[src/rtl/uart_pkg.sv]
// uart_pkg: state encodings and timing defaults shared by uart_tx, uart_rx
// and baud_rate_gen.
package uart_pkg;

  typedef enum logic [2:0] {
    ST_IDLE   = 3'd0,
    ST_START  = 3'd1,
    ST_DATA   = 3'd2,
    ST_PARITY = 3'd3,
    ST_STOP   = 3'd4
  } uart_state_e;

  localparam int UART_OVERSAMPLE = 16;
  localparam int UART_SB_TICK    = 16;

  function automatic int uart_max(input int a, input int b);
    return (a > b) ? a : b;
  endfunction

endpackage

[src/rtl/uart_tx.sv]
// uart_tx: 8N1 UART transmitter, LSB first, paced by the oversampled s_tick.
// Optional feature: define UART_TX_PARITY_EN to insert an even-parity bit
// between the last data bit and the stop bit (8E1).
//
//  state     | meaning
//  ----------+------------------------------------------------------------
//  ST_IDLE   | line high, waiting for a rising edge on tx_start
//  ST_START  | start bit (low); din is captured as this bit ends
//  ST_DATA   | shifting out NBIT_DATA_LEN data bits, LSB first
//  ST_PARITY | even-parity bit of the captured byte (UART_TX_PARITY_EN)
//  ST_STOP   | stop bit(s) high for SB_TICK ticks, then done pulse
module uart_tx
  import uart_pkg::*;
#(
  parameter int NBIT_DATA_LEN = 8,
  parameter int SB_TICK       = UART_SB_TICK,
  parameter int OVERSAMPLE    = UART_OVERSAMPLE
) (
  input  logic                     clk,
  input  logic                     reset,
  input  logic                     s_tick,
  input  logic                     tx_start,
  input  logic [NBIT_DATA_LEN-1:0] din,
  output logic                     tx,
  output logic                     tx_done_tick,
  output logic                     busy
);

  localparam int TW = (uart_max(OVERSAMPLE, SB_TICK) > 1) ?
                      $clog2(uart_max(OVERSAMPLE, SB_TICK)) : 1;
  localparam int NW = (NBIT_DATA_LEN > 1) ? $clog2(NBIT_DATA_LEN) : 1;

  localparam logic [TW-1:0] OS_LAST  = TW'(OVERSAMPLE - 1);
  localparam logic [TW-1:0] SB_LAST  = TW'(SB_TICK - 1);
  localparam logic [NW-1:0] BIT_LAST = NW'(NBIT_DATA_LEN - 1);

  uart_state_e              state_q, state_d;
  logic [TW-1:0]            t_q, t_d;
  logic [NW-1:0]            n_q, n_d;
  logic [NBIT_DATA_LEN-1:0] shift_q, shift_d;
  logic                     tx_q, tx_d;
  logic                     done_q, done_d;
  logic                     busy_q, busy_d;
  logic                     tx_start_q;
  logic                     start_edge;
`ifdef UART_TX_PARITY_EN
  logic                     parity_q, parity_d;
`endif

  // Next-state, counters, shift register and the registered-output values.
  always_comb begin
    state_d    = state_q;
    t_d        = t_q;
    n_d        = n_q;
    shift_d    = shift_q;
    done_d     = 1'b0;
`ifdef UART_TX_PARITY_EN
    parity_d   = parity_q;
`endif
    start_edge = tx_start && !tx_start_q;

    case (state_q)
      ST_IDLE: begin
        if (start_edge) begin
          state_d = ST_START;
          t_d     = '0;
        end
      end
      ST_START: begin
        if (s_tick) begin
          if (t_q == OS_LAST) begin
            // Upstream updates din one clk after raising tx_start, so the
            // byte is captured at the end of the start bit, not at accept.
            t_d      = '0;
            n_d      = '0;
            shift_d  = din;
`ifdef UART_TX_PARITY_EN
            parity_d = ^din;
`endif
            state_d  = ST_DATA;
          end else begin
            t_d = t_q + 1'b1;
          end
        end
      end
      ST_DATA: begin
        if (s_tick) begin
          if (t_q == OS_LAST) begin
            t_d     = '0;
            shift_d = {1'b0, shift_q[NBIT_DATA_LEN-1:1]};
            n_d     = n_q + 1'b1;
            if (n_q == BIT_LAST) begin
`ifdef UART_TX_PARITY_EN
              state_d = ST_PARITY;
`else
              state_d = ST_STOP;
`endif
            end
          end else begin
            t_d = t_q + 1'b1;
          end
        end
      end
`ifdef UART_TX_PARITY_EN
      ST_PARITY: begin
        if (s_tick) begin
          if (t_q == OS_LAST) begin
            t_d     = '0;
            state_d = ST_STOP;
          end else begin
            t_d = t_q + 1'b1;
          end
        end
      end
`endif
      ST_STOP: begin
        if (s_tick) begin
          if (t_q == SB_LAST) begin
            t_d     = '0;
            done_d  = 1'b1;
            state_d = ST_IDLE;
          end else begin
            t_d = t_q + 1'b1;
          end
        end
      end
      default: begin
        state_d = ST_IDLE;
        t_d     = '0;
      end
    endcase

    // Line level follows the state being entered so tx changes with state.
    case (state_d)
      ST_START:  tx_d = 1'b0;
      ST_DATA:   tx_d = shift_d[0];
`ifdef UART_TX_PARITY_EN
      ST_PARITY: tx_d = parity_d;
`endif
      default:   tx_d = 1'b1;
    endcase

    busy_d = (state_d != ST_IDLE);
  end

  // Single state register; reset aborts any frame without a done pulse.
  always_ff @(posedge clk or posedge reset) begin
    if (reset) begin
      state_q    <= ST_IDLE;
      t_q        <= '0;
      n_q        <= '0;
      shift_q    <= '0;
      tx_q       <= 1'b1;
      done_q     <= 1'b0;
      busy_q     <= 1'b0;
      tx_start_q <= 1'b0;
`ifdef UART_TX_PARITY_EN
      parity_q   <= 1'b0;
`endif
    end else begin
      state_q    <= state_d;
      t_q        <= t_d;
      n_q        <= n_d;
      shift_q    <= shift_d;
      tx_q       <= tx_d;
      done_q     <= done_d;
      busy_q     <= busy_d;
      tx_start_q <= tx_start;
`ifdef UART_TX_PARITY_EN
      parity_q   <= parity_d;
`endif
    end
  end

  assign tx           = tx_q;
  assign tx_done_tick = done_q;
  assign busy         = busy_q;

endmodule

[config.mk]
export PLATFORM = sky130hd
export DESIGN_NAME = uart_tx
export DESIGN_NICKNAME = d
export VERILOG_FILES = /design/src/rtl/uart_pkg.sv /design/src/rtl/uart_tx.sv
export SDC_FILE = /design/constraint.sdc
export NUM_CORES = 1
export LEC_CHECK = 0
export CAP_MARGIN = 15
export CORE_UTILIZATION = 58
export CTS_CLUSTER_SIZE = 28
export DETAILED_ROUTE_END_ITERATION = 8
export GPL_TIMING_DRIVEN = 0
export PLACE_DENSITY = 0.83
export SETUP_SLACK_MARGIN = 0.3
export SYNTH_ARGS = -nofsm -noshare
export SYNTH_HDL_FRONTEND = slang
export SYNTH_SLANG_ARGS = --single-unit
[constraint.sdc]
create_clock -name clk -period 3 [get_ports clk]
set_input_delay 0.3 -clock clk [delete_from_list [all_inputs] [get_ports clk]]
set_output_delay 0.3 -clock clk [all_outputs]
set_load 0.005 [all_outputs]
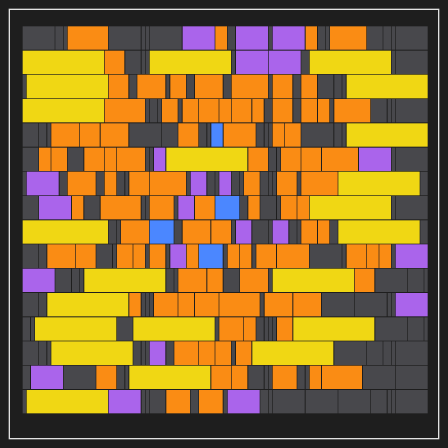
Run 1: cell classes on the final placement
Fill, decap, tap and diode cells in grey.
Orange stands for all other logic, cells 97, share of their area 46%. Blue stands for clock drivers and dummy loads, cells 4, share of their area 1.9%. Yellow stands for flops, cells 22, share of their area 40%. Purple stands for other buffers and delay cells, cells 22, share of their area 13%.
post-route design area: 1429 µm²
Seq area share: 0.3862
# rows: 16
post-layout util: 0.7210

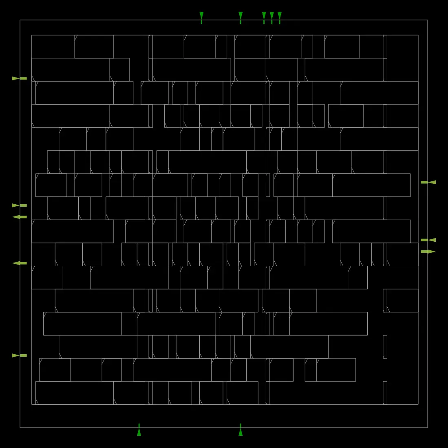
Run 1: placed standard cells
Post-Layout Cell Count: 172
layout sequential cell count: 22

==> impl_metrics.env, run 1 <==
# yosys + openroad results
export IMPL_critPathArrivalTime_ns=1.96
export IMPL_r2r_slack_ns=1.24
export IMPL_cp_slowest_stage_delay_ns=0.41
export IMPL_core_area_um2=1982
export IMPL_path_delay_family="flip-flops"
export IMPL_logic_family="AND-OR/OR-AND gates"
export IMPL_post_cts_buffers=0
export IMPL_ff2ff_path_depth=6
export IMPL_routabilityCongestion=0.8524
export IMPL_crit_chain="ha_1 > nand4_2 > nor2_2 > buf_2 > a31oi_1 > o221a_2"
export IMPL_vias_per_cell=6.273
export IMPL_drive_gt1_frac=0.1448
export IMPL_switchingPower_mw=0.2639
export IMPL_synth_chip_area_um2=1229
export IMPL_synthSimpleGateAreaFrac=0.1904
export IMPL_status="finished clean"
export IMPL_power_mw=0.8418
export IMPL_syn_area_per_cell_um2=9.675
export IMPL_io_pins=15
export IMPL_synth_area_um2=1229
export IMPL_min_to="tx_start_q$_DFF_PP0_"
export IMPL_avgRoutedWirePerCell_um=15.27
export IMPL_period_needed_ns=1.756
export IMPL_overflow=0
export IMPL_startpoint="t_q[0]$_DFFE_PP0P_"
export IMPL_postCtsHoldBufs=0
export IMPL_cts_resized=0
export IMPL_swShare=0.3135
export IMPL_worst_r2r_endpoint="shift_q[3]$_DFFE_PP0P_"
export IMPL_yosys_cells=127
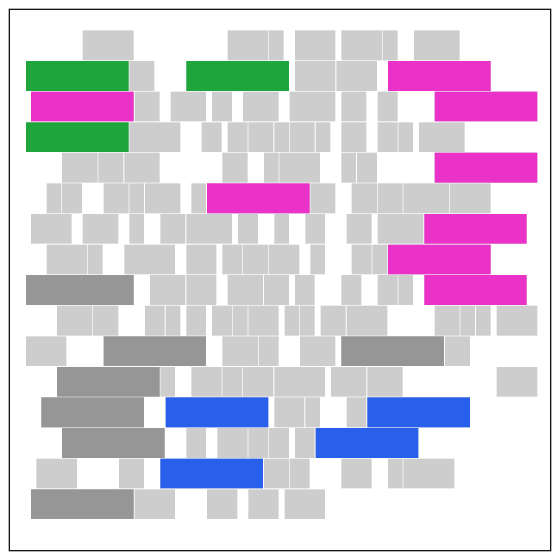
Run 1: register map, names as in the netlist
Other sequential cells in the stronger grey, the rest of the logic in the fainter grey.
Green stands for n_q, sequential cells 3. Magenta stands for shift_q, sequential cells 8. Blue stands for t_q, sequential cells 4, where bottom centre.
Flop+latch power: 0.479 mW
Sequential Area: 551.8 µm²

## run 1: area by class of cell
cell class                 count  share of cell area
tap                           27             0.02364
clock buffer                   4             0.01839
sequential                    22              0.3862
multi-input combinational     91              0.4317
timing repair buffer          14             0.09807
inverter                       6             0.01576
buffer                         8             0.02627
## run 1: placed cells by master, fill, tap and decap left out, types with 2 or more instances in the layout
| cell | netlist | layout |
|---|---|---|
| a21o_1 | 3 | 3 |
| a21oi_1 | 3 | 3 |
| a31oi_1 | 5 | 5 |
| and2_1 | 2 | 2 |
| and3_1 | 2 | 2 |
| buf_2 | 6 | 6 |
| clkbuf_1 | 1 | 2 |
| clkbuf_4 | 0 | 3 |
| clkdlybuf4s50_1 | 0 | 14 |
| dfrtp_1 | 21 | 21 |
| ha_1 | 3 | 3 |
| inv_1 | 5 | 5 |
| nand2_1 | 5 | 5 |
| nand3_1 | 3 | 3 |
| nor2_1 | 11 | 11 |
| nor2b_1 | 3 | 3 |
| nor3_1 | 2 | 2 |
| nor4_1 | 5 | 5 |
| o21ai_0 | 11 | 11 |
| o221a_2 | 5 | 5 |
| o22ai_1 | 2 | 2 |
| o2bb2ai_1 | 4 | 4 |
## run 1: per-layer routing
metal / vias up / track usage / share of wire / wire, µm
met1: 532 / 0.3700 / 0.46 / 1217
met4: 0 / 0.1167 / 0.0088 / 23
met5: - / 0 / 0 / 0
met3: 2 / 0.05283 / 0.043 / 114
li1: 523 / - / - / -
met2: 22 / 0.3784 / 0.48 / 1270
## run 1: cell families (layout without fill, tap and decap cells)
group                    Yosys count  count (layout)
XOR/XNOR                           1               1
AND/OR/NAND/NOR                   42              42
buffers and inverters             14              32
AND-OR/OR-AND                     45              45
flip-flops                        22              22
adder cells (fa/ha/maj)            3               3
Run 1, wire density map:
The bar under the picture is 10 µm long. The die is cut into 10 by 10 equal tiles; black is low, pale yellow is high, scaled to the fullest tile. Values are wire area over tile area, all layers added.
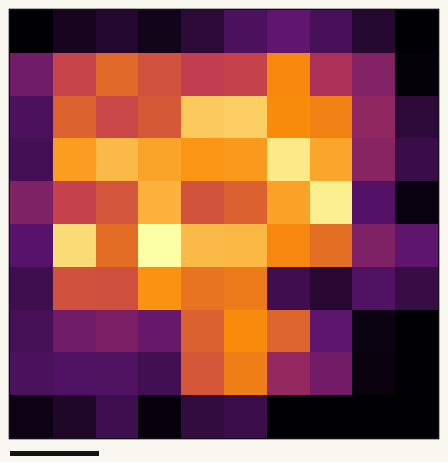

==> run 2, diff against run 1 <==
--- a/config.mk
+++ b/config.mk
@@ -6,11 +6,11 @@
 export NUM_CORES = 1
 export LEC_CHECK = 0
 export CAP_MARGIN = 15
-export CORE_UTILIZATION = 58
+export CORE_UTILIZATION = 54
 export CTS_CLUSTER_SIZE = 28
 export DETAILED_ROUTE_END_ITERATION = 8
 export GPL_TIMING_DRIVEN = 0
-export PLACE_DENSITY = 0.83
+export PLACE_DENSITY = 0.78
 export SETUP_SLACK_MARGIN = 0.3
 export SYNTH_ARGS = -nofsm -noshare
 export SYNTH_HDL_FRONTEND = slang
==> constraint.sdc (replaced) <==
create_clock -name clk -period 1.8 [get_ports clk]
set_input_delay 0.18 -clock clk [delete_from_list [all_inputs] [get_ports clk]]
set_output_delay 0.18 -clock clk [all_outputs]
set_load 0.005 [all_outputs]
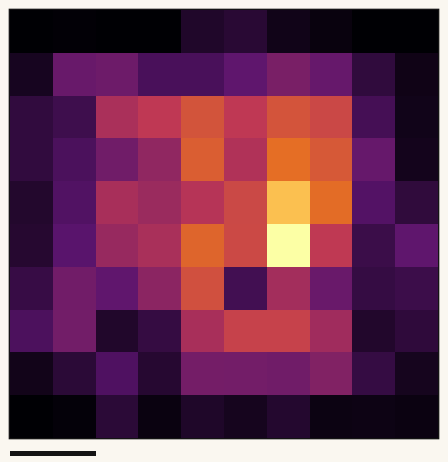
Run 2: wire density map
The bar under the picture is 10 µm long. The die is cut into 10 by 10 equal tiles; black is low, pale yellow is high, scaled to the fullest tile. Values are wire area over tile area, all layers added.
The mean over all tiles is 0.20. 18% of the tiles are over half the peak. The fullest tile reaches 0.73. The densest ninth of the die: centre. 8.0% of the tiles are nearly empty. The emptiest ninth of the die: lower left.

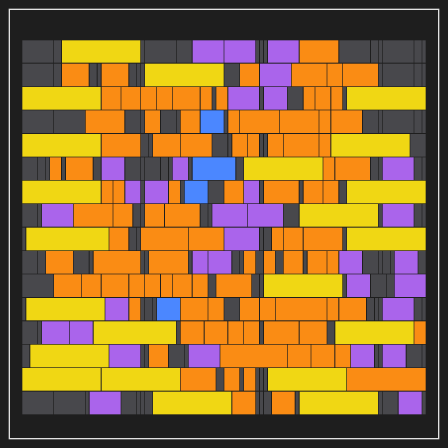
Run 2: cell classes on the final placement
Fill, decap, tap and diode cells in grey.
Yellow stands for flops, cells 22, share of their area 34%. Orange stands for all other logic, cells 97, share of their area 46%. Purple stands for other buffers and delay cells, cells 33, share of their area 18%. Blue stands for clock drivers and dummy loads, cells 4, share of their area 2.3%.

==> run 2 against run 1 <==
  * Via count increased by 7.5%
  * Non-clock buffer count grew 11
  * Die area increased by 7.1%
  * Cell count increased by 6.4%
  * Core utilization increased by 8.2 points
  * Global-route usage down 1.4 points
  * Worst hold slack worse by 0.14 ns
  * Register-to-register slack lost 0.99 ns
  * Combinational power increased by 120%
  * Critical endpoint unchanged
==> impl_metrics.env, run 2 <==
# yosys + openroad results
export IMPL_final_common_cell="dfrtp_1"
export IMPL_min_from="tx_start"
export IMPL_r2r_slack_ns=0.25
export IMPL_synth_area_um2=1229
export IMPL_maxSlewViolCount=0
export IMPL_worst_r2r_endpoint="shift_q[3]$_DFFE_PP0P_"
export IMPL_reg2reg_from="t_q[0]$_DFFE_PP0P_"
export IMPL_min_to="tx_start_q$_DFF_PP0_"
export IMPL_design_area_um2=1640
export IMPL_synth_chip_area_um2=1229
export IMPL_routed_wl_mm=3.058
export IMPL_avgRoutedWirePerCell_um=16.71
export IMPL_overflow=0
export IMPL_drive_gt1_frac=0.3141
export IMPL_period_used=0.8608
export IMPL_clockBufferDepth=2
export IMPL_n_antenna_cell=0
export IMPL_cts_resized=13
export IMPL_status="finished clean"
export IMPL_vias_per_cell=6.339
export IMPL_postCtsHoldBufs=0
export IMPL_final_cells=183
export IMPL_warnings=29
export IMPL_routabilityCongestion=0.9012
export IMPL_rows=16
export IMPL_switchingPower_mw=0.5085
export IMPL_final_cell_mix="dfrtp_1 (20), clkdlybuf4s50_1 (13), buf_4 (11), nor2_1 (11), o21ai_0 (7)"
export IMPL_period_needed_ns=1.550
export IMPL_io_pins=15
export IMPL_synth_nets=142
export IMPL_seq_power_mw=0.810
export IMPL_swShare=0.3218
export IMPL_power_mw=1.580
export IMPL_clkTransAtPathRegs_ns=0.13
export IMPL_critPathArrivalTime_ns=1.77
export IMPL_ff2ff_path_depth=6
export IMPL_vias=1160
export IMPL_postSynthCellCount=127
export IMPL_finalSetupViolations=0
export IMPL_core_area_um2=2042
export IMPL_post_cts_buffers=6
export IMPL_syn_area_per_cell_um2=9.675
export IMPL_comb_power_mw=0.489
export IMPL_synth_edff_count=0
export IMPL_startpoint_type="register"
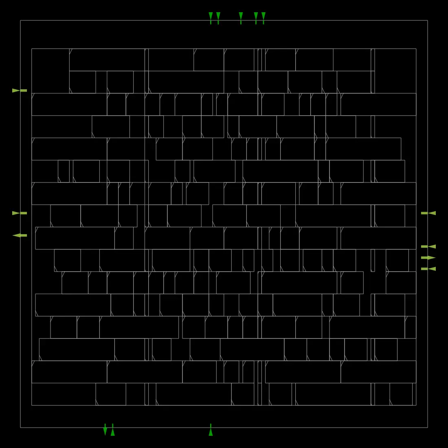
Run 2: placed standard cells
Seq area share: 0.3371
post-layout util: 0.8033

## run 2: cell counts after synthesis
Identical to the previous run, type by type.
## run 2: worst max-delay path: stages, from the launching register on
cell     delay, ns
dfrtp_1       0.41
ha_4          0.17
nand4_4       0.13
nor2_4        0.22
buf_6         0.15
a31oi_1       0.12
o221a_2       0.26
## run 2: worst max path at each step
stage                                  start                      to  slack [ns]
after floorplan           t_q[0]$_DFFE_PP0P_            tx$_DFF_PP1_        0.30
after global placement                s_tick  shift_q[3]$_DFFE_PP0P_       0.009
after detailed placement              s_tick  shift_q[3]$_DFFE_PP0P_      -0.006
after CTS                 t_q[1]$_DFFE_PP0P_  shift_q[3]$_DFFE_PP0P_        0.27
after global routing      t_q[1]$_DFFE_PP0P_  shift_q[3]$_DFFE_PP0P_        0.20
final                     t_q[0]$_DFFE_PP0P_  shift_q[3]$_DFFE_PP0P_        0.25
## run 2: cell type report
| class | instances | area (µm²) | area share |
|---|---|---|---|
| multi-input cells | 91 | 711.9 | 0.4340 |
| flip-flops and latches | 22 | 553.0 | 0.3371 |
| repair buffers | 25 | 222.7 | 0.1358 |
| plain buffers | 8 | 60.06 | 0.03661 |
| clock buffers | 4 | 36.28 | 0.02212 |
| well taps | 27 | 33.78 | 0.02060 |
| inverters | 6 | 22.52 | 0.01373 |
## run 2: cells by family after synthesis
kind of cell             share of synthesized area
AND-OR/OR-AND                               0.2739
XOR/XNOR                                  0.007130
adder cells (fa/ha/maj)                    0.03055
buffers and inverters                      0.04887
flip-flops                                  0.4491
AND/OR/NAND/NOR                             0.1904
## run 2: layer usage
layer  up-vias  share of wire  GRT usage
met5         -              0          0
met1       577           0.46     0.3320
met2        31           0.48     0.4009
met3         8          0.037    0.04012
met4         0          0.020    0.07619
li1        544              -          -
Run 2, register map, names as in the netlist:
Other sequential cells in the stronger grey, the rest of the logic in the fainter grey.
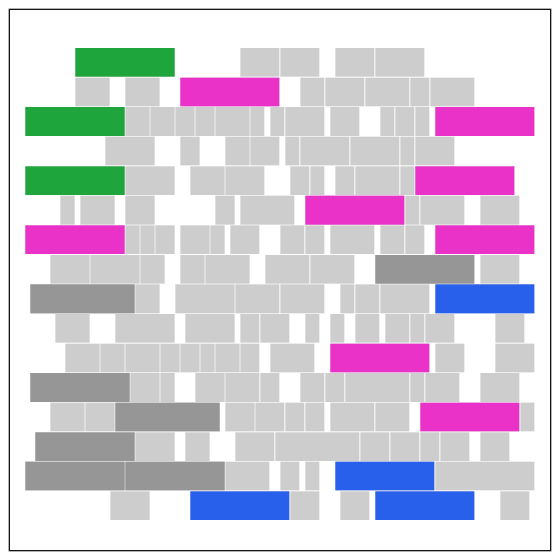

==> run 3, diff against run 2 <==
--- a/config.mk
+++ b/config.mk
@@ -11,6 +11,7 @@
 export DETAILED_ROUTE_END_ITERATION = 8
 export GPL_TIMING_DRIVEN = 0
 export PLACE_DENSITY = 0.78
+export REMOVE_ABC_BUFFERS = 1
 export SETUP_SLACK_MARGIN = 0.3
 export SYNTH_ARGS = -nofsm -noshare
 export SYNTH_HDL_FRONTEND = slang
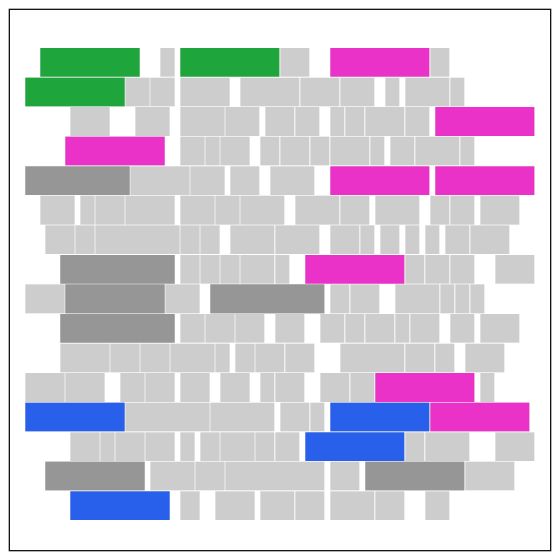
Run 3: register map, names as in the netlist
Other sequential cells in the stronger grey, the rest of the logic in the fainter grey.
Blue stands for t_q, sequential cells 4. Magenta stands for shift_q, sequential cells 8. Green stands for n_q, sequential cells 3.
Another 7 sequential cells are not coloured.
Flop+latch power: 0.818 mW
post-layout util: 0.8376
Seq area share: 0.3292
Sequential Area: 563.0 µm²

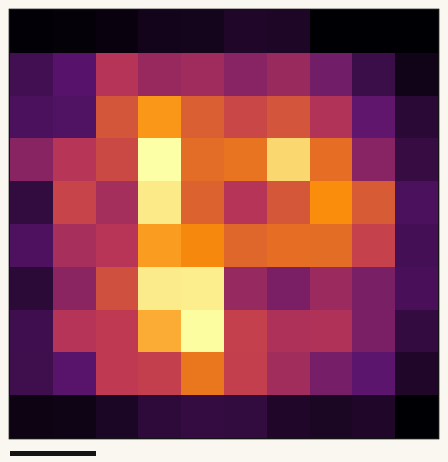
Run 3: wire density map
The bar under the picture is 10 µm long. The die is cut into 10 by 10 equal tiles; black is low, pale yellow is high, scaled to the fullest tile. Values are wire area over tile area, all layers added.
6.0% of the tiles are nearly empty. 34% of the tiles are over half the peak. The fullest tile reaches 0.69.
drt total wl: 3.896 mm
routed vias: 1295
drt wl/cell: 20.29 µm
Global Route Usage Sum: 0.2804

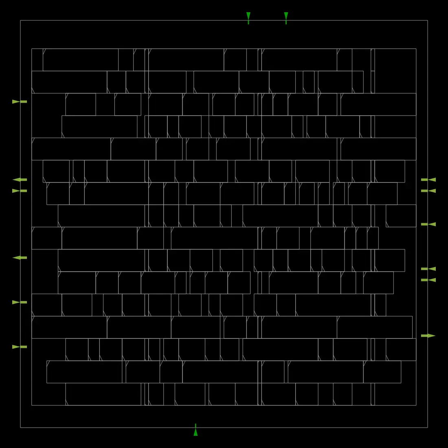
Run 3: placed standard cells
number of fill cells: 115
Post-Layout Cell Count: 192
core area: 2042 µm²
num tapcells: 27

==> run 3 against run 2 <==
  * Combinational power grew 6.1%
  * Critical endpoint is now shift_q[4]$_DFFE_PP0P_
  * Maximum frequency shrank 3.1%
  * Largest cell class unchanged
  * Critical path type unchanged
  * Non-clock buffer count rose by 9
==> impl_metrics.env, run 3 <==
# yosys + openroad results
export IMPL_overflow=0
export IMPL_routabilityCongestion=0.8131
export IMPL_switchingPower_mw=0.5321
export IMPL_swShare=0.3376
export IMPL_design_area_um2=1710
export IMPL_finalSetupViolations=0
export IMPL_final_common_cell="buf_4"
export IMPL_final_cell_mix="buf_4 (23), dfrtp_1 (18), clkdlybuf4s50_1 (13), nor2_1 (11), o21ai_0 (7)"
export IMPL_power_mw=1.576
export IMPL_status="finished clean"
export IMPL_io_pins=15
export IMPL_syn_area_per_cell_um2=9.675
export IMPL_crit_slowest_cell="dfrtp_1"
export IMPL_comb_power_mw=0.519
export IMPL_critPathBufInv=1
export IMPL_clockBufferDepth=2
export IMPL_logic_area_um2=709.4
export IMPL_synth_area_um2=1229
export IMPL_startpoint_type="register"
export IMPL_period_used=0.8881
run 3: cell type report:
type	count	area share
Multi-Input combinational cell	91	0.4148
Clock buffer	4	0.01536
Inverter	6	0.01317
Sequential cell	22	0.3292
Tap cell	27	0.01975
Timing Repair Buffer	42	0.2078
run 3: layer usage:
| metal | share of wire | global-route usage |
|---|---|---|
| met5 | 0 | 0 |
| met4 | 0.026 | 0.1333 |
| met3 | 0.090 | 0.05556 |
| met2 | 0.50 | 0.4640 |
| met1 | 0.39 | 0.3479 |
run 3: worst paths after layout:
path	cells past startpoint	from	to
setup / recovery	6	t_q[0]$_DFFE_PP0P_	shift_q[4]$_DFFE_PP0P_
hold / removal	2	reset	t_q[2]$_DFFE_PP0P_
setup reg to reg	6	t_q[0]$_DFFE_PP0P_	shift_q[4]$_DFFE_PP0P_
hold reg to reg	1	n_q[1]$_DFFE_PP0P_	n_q[1]$_DFFE_PP0P_
max in group asynchronous	2	reset	state_q[1]$_DFF_PP0_
min in group clk	1	tx_start	tx_start_q$_DFF_PP0_
run 3: cell families after synthesis:
group                    share of synthesized area
XOR/XNOR                                  0.007130
AND/OR/NAND/NOR                             0.1904
buffers and inverters                      0.04887
AND-OR/OR-AND                               0.2739
adder cells (fa/ha/maj)                    0.03055
flip-flops                                  0.4491
run 3: repair_timing:
item                                    CTS  global route
hold buffers                              0             0
pin swaps                                12             5
endpoints found under the setup margin   21            18
gates resized                            18            12
setup buffers                            21             7
run 3: per-stage QoR:
stage          worst slack [ns]    util  setup TNS [ns]
4_1_cts                  0.2810  0.7898               0
3_5_place_dp            -0.5057  0.6685          -4.728
2_1_floorplan        -0.0003016       -      -0.0008716
3_3_place_gp            -0.4471  0.6685          -3.894
5_1_grt                  0.1172  0.8376               0
6_report                 0.2014  0.8376               0
No activity file was given, so power comes from the tool's default toggle rates.
